### Local utilization

9 x 9 tiles, from white (low) to dark blue (high), 0 to 100% covered.
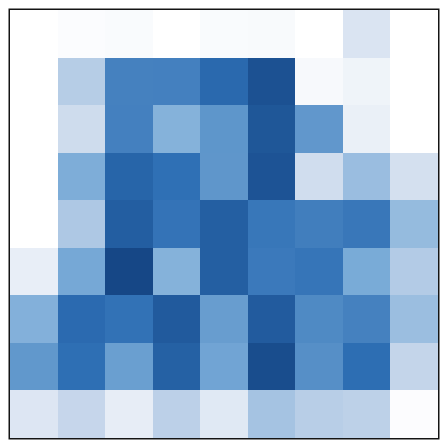
### Cell outlines without signal wires

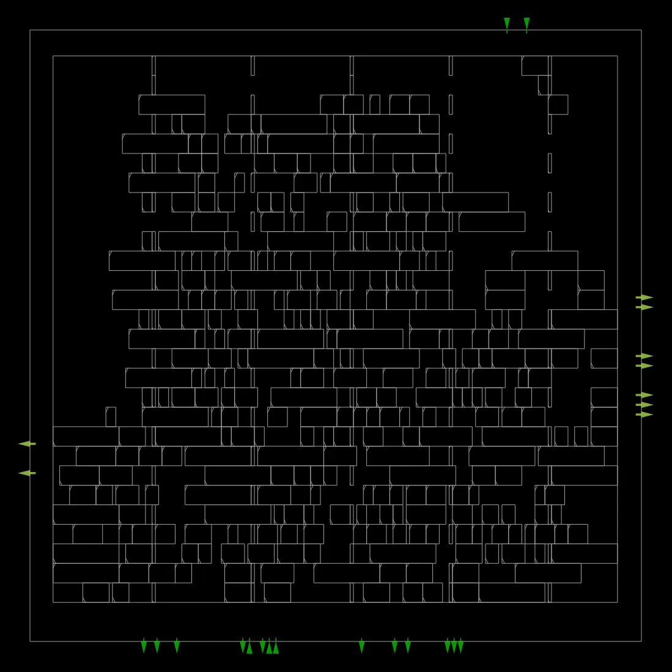
### Metal 2

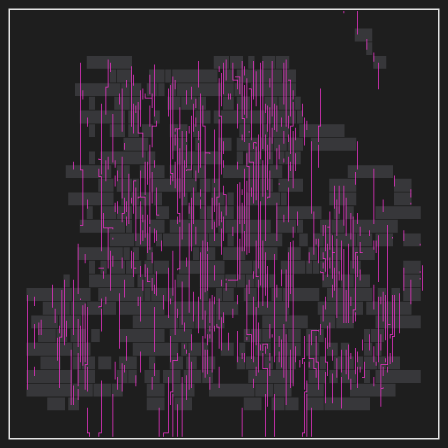
<file path="src/rtl/clock_time_controller.sv">
// rtl/clock_time_controller.sv - 1 s prescaler, sec/min/hr chain and set-mode FSM
// Optional alarm comparator enabled by defining CLK_ALARM_EN.
module clock_time_controller #(
    parameter int TICKS_PER_SEC = 100_000_000
) (
    input  logic       clk,
    input  logic       reset_count,
    input  logic       run_en,
    input  logic       btn_mode,
    input  logic       btn_inc,
`ifdef CLK_ALARM_EN
    input  logic [4:0] alarm_hr,
    input  logic [5:0] alarm_min,
    input  logic       alarm_arm,
    output logic       alarm_out,
`endif
    output logic [5:0] sec_out,
    output logic [5:0] min_out,
    output logic [4:0] hr_out,
    output logic [1:0] mode_out,
    output logic       sec_tick
);

    localparam int PW = (TICKS_PER_SEC > 2) ? $clog2(TICKS_PER_SEC) : 1;
    localparam logic [PW-1:0] PRE_LAST = PW'(TICKS_PER_SEC - 1);
    localparam logic [PW-1:0] PRE_ONE  = PW'(1);

    typedef enum logic [1:0] {
        RUN     = 2'b00,
        SET_HR  = 2'b01,
        SET_MIN = 2'b10
    } state_t;

    state_t        state;
    logic [PW-1:0] presc;

    logic       counting;
    logic       tick;
    logic       sec_wrap;
    logic       min_wrap;
    logic       hr_wrap;
    logic [5:0] sec_next;
    logic [5:0] min_next;
    logic [4:0] hr_next;

    assign counting = (state == RUN) && run_en;
    assign tick     = counting && (presc == PRE_LAST);
    assign sec_wrap = (sec_out == 6'd59);
    assign min_wrap = (min_out == 6'd59);
    assign hr_wrap  = (hr_out == 5'd23);

    // Whole carry chain resolves combinationally so 23:59:59 -> 00:00:00 lands on one edge.
    always_comb begin
        sec_next = sec_out;
        min_next = min_out;
        hr_next  = hr_out;
        if (tick) begin
            sec_next = sec_wrap ? 6'd0 : sec_out + 6'd1;
            if (sec_wrap) begin
                min_next = min_wrap ? 6'd0 : min_out + 6'd1;
                if (min_wrap) begin
                    hr_next = hr_wrap ? 5'd0 : hr_out + 5'd1;
                end
            end
        end
    end

    assign mode_out = state;

    always_ff @(posedge clk or posedge reset_count) begin
        if (reset_count) begin
            state    <= RUN;
            presc    <= '0;
            sec_out  <= '0;
            min_out  <= '0;
            hr_out   <= '0;
            sec_tick <= 1'b0;
        end else begin
            sec_tick <= tick;
            if (counting) begin
                presc <= tick ? '0 : presc + PRE_ONE;
            end
            sec_out <= sec_next;
            min_out <= min_next;
            hr_out  <= hr_next;
            // Mode takes priority; a coincident increment is dropped.
            if (btn_mode) begin
                case (state)
                    RUN:     state <= SET_HR;
                    SET_HR:  state <= SET_MIN;
                    default: begin
                        state   <= RUN;
                        sec_out <= '0;
                        presc   <= '0;
                    end
                endcase
            end else if (btn_inc) begin
                case (state)
                    SET_HR:  hr_out  <= hr_wrap ? 5'd0 : hr_out + 5'd1;
                    SET_MIN: min_out <= min_wrap ? 6'd0 : min_out + 6'd1;
                    default: ;
                endcase
            end
        end
    end

`ifdef CLK_ALARM_EN
    logic alarm_hit;

    assign alarm_hit = tick && alarm_arm && sec_wrap
                    && (alarm_hr <= 5'd23) && (alarm_min <= 6'd59)
                    && (hr_next == alarm_hr) && (min_next == alarm_min);

    always_ff @(posedge clk or posedge reset_count) begin
        if (reset_count) begin
            alarm_out <= 1'b0;
        end else if (btn_inc || !alarm_arm) begin
            alarm_out <= 1'b0;
        end else if (alarm_hit) begin
            alarm_out <= 1'b1;
        end
    end
`endif

endmodule

</file>
<file path="config.mk">
export PLATFORM = sky130hd
export DESIGN_NAME = clock_time_controller
export DESIGN_NICKNAME = d
export VERILOG_FILES = /design/src/rtl/clock_time_controller.sv
export SDC_FILE = /design/constraint.sdc
export NUM_CORES = 1
export LEC_CHECK = 0
export CORE_MARGIN = 3
export CORE_UTILIZATION = 40
export CTS_CLUSTER_SIZE = 10
export DETAILED_ROUTE_END_ITERATION = 12
export PLACE_DENSITY_LB_ADDON = 0.3
export SYNTH_ARGS = -nofsm -noshare
export SYNTH_HDL_FRONTEND = slang
export SYNTH_SLANG_ARGS = --single-unit
</file>
<file path="constraint.sdc">
create_clock -name clk -period 2.18 [get_ports clk]
set_input_delay 0.218 -clock clk [delete_from_list [all_inputs] [get_ports clk]]
set_output_delay 0.218 -clock clk [all_outputs]
set_load 0.02 [all_outputs]
</file>
==> notes.md <==
The layout was made with Yosys and OpenROAD.

The flow ran to the end, and the final reports show no timing, DRC or antenna violations. The sum of negative setup slack is 0 ns. The final report gives the standard cell area, fillers excluded, as 3239 um^2. Of the total standard cell area in the layout, the sequential portion is 0.3631. The amount of wire on met3 after detailed routing is 133 um. The count of nets left with antenna violations once routing finished came out at 0. The TritonCTS clock tree is done. The critical path crosses 5 cells after its start point. The detailed placer's ending HPWL is 3.785 mm. Yosys mapped a number of flops with a built-in enable equal to 0.

The dominant cell type by area after synthesis is sky130_fd_sc_hd__dfrtp_1. After synthesis, the mean cell area works out to 9.580 um^2. The Yosys step of the flow raised 0 warnings. The clock H-tree reported by CTS has 2 levels. From the final report, the count of setup violators was given as 0.

The top-area cell type share of the netlist area is 0.4686. The ratio of routed vias to standard cells is 5.329. Overall routing resource usage recorded by global route was 0.1649. The worst setup path is launched from a register. Per the run report, area growth between synthesis and finish was 29.06%. At the floorplan stage, the core utilization is reported as 0.4190. The number of optimization iterations in the first detailed-route pass is 4. By instance count after routing, the leading logic cell types are 47 x sky130_fd_sc_hd__dfrtp_1, 40 x sky130_fd_sc_hd__nor2_1, 37 x sky130_fd_sc_hd__buf_4. By area the synthesized netlist is led by sky130_fd_sc_hd__dfrtp_1 47%, sky130_fd_sc_hd__xnor2_1 7.7%, sky130_fd_sc_hd__nor2_1 6.0%. The register share after synthesis is 0.4686. After synthesis the cells add up to 2510 um^2. OpenSTA lists the critical path startpoint as presc[11]$_DFF_PP0_. The die is 85.22 um tall. The worst setup slack before clock tree synthesis is -0.08027 ns.

For the worst reg-to-reg path, the startpoint reported by OpenROAD is presc[11]$_DFF_PP0_. Yosys reports that the most numerous cell types are 47 x sky130_fd_sc_hd__dfrtp_1, 40 x sky130_fd_sc_hd__nor2_1, 22 x sky130_fd_sc_hd__xnor2_1, 18 x sky130_fd_sc_hd__nand2_1, 12 x sky130_fd_sc_hd__nand3_1. In the detailed route, the total length drawn on met2 is 2.632 mm. The final report lists a non-filler cell total of 398.

After the first detailed-routing iteration, the DRC count stood at 127. The final routed DRC violation total is 0. When the netlist entered floorplanning its net count stood at 271.

The pin closest to its max-slew limit shows a slew of 0.5971 ns. The clock network fraction of total power is 0.230. The number of warning messages in the logs is 27. In this run the count of I/O pins placed on the die edge is 25. Per the timing report, the biggest fanout along the worst path comes to 4. Setup repair after global routing could not meet its margin everywhere. The number of global-route vias before repair was 2043. Counting along the longest clock path gives a buffer depth of 2. Tap insertion was completed with 75 tapcells. Among all stages on the critical path, the largest delay is contributed by sky130_fd_sc_hd__or4_1.

The plain and repair buffers instantiated in the layout total 62. The distinct cell type count of the synthesized netlist is 44. The cell area after placement is 3050 um^2.
About 'Local utilization':
nearly empty tiles: 15%
fullest tile: 91%
mean over tiles: 43%
densest ninth of the die: middle
tiles over 75% full: 19%

About 'Cell outlines without signal wires':
sequential cell count of the final layout: 47
total of fill cells in the finished design: 555
Finished Core Util: 0.5407
number of placement rows: 28

About 'Metal 2':
main direction: vertical
share of all routed wire: 47%
wire length on this layer: 2630 um

[power groups by stage]
stage               sequential (uW)  clock, uW  combinational [uW]
floorplan                      1170          0                 251
global placement               1090          0                 596
detailed placement             1090          0                 610
CTS                            1070        527                 611
global route                   1100        559                 692
finish                         1070        507                 620
[cells by family (layout without fill, tap and decap cells)]
logic type               Yosys count  in the layout  synth area share
AND/OR/NAND/NOR                  133            133            0.2896
flip-flops                        47             47            0.4686
AND-OR/OR-AND                     26             26           0.06431
XOR/XNOR                          26             26           0.09072
buffers and inverters             18             79           0.02841
multiplexers                       8              8           0.03838
adder cells (fa/ha/maj)            4              4           0.01994
[flip-flops by register name (all words and copies together) (netlist names)]
register and count:
hr_out 5, min_out 6, presc 27, sec_tick 1, mode_out 2, sec_out 6
Power and IR drop assume default switching activity.
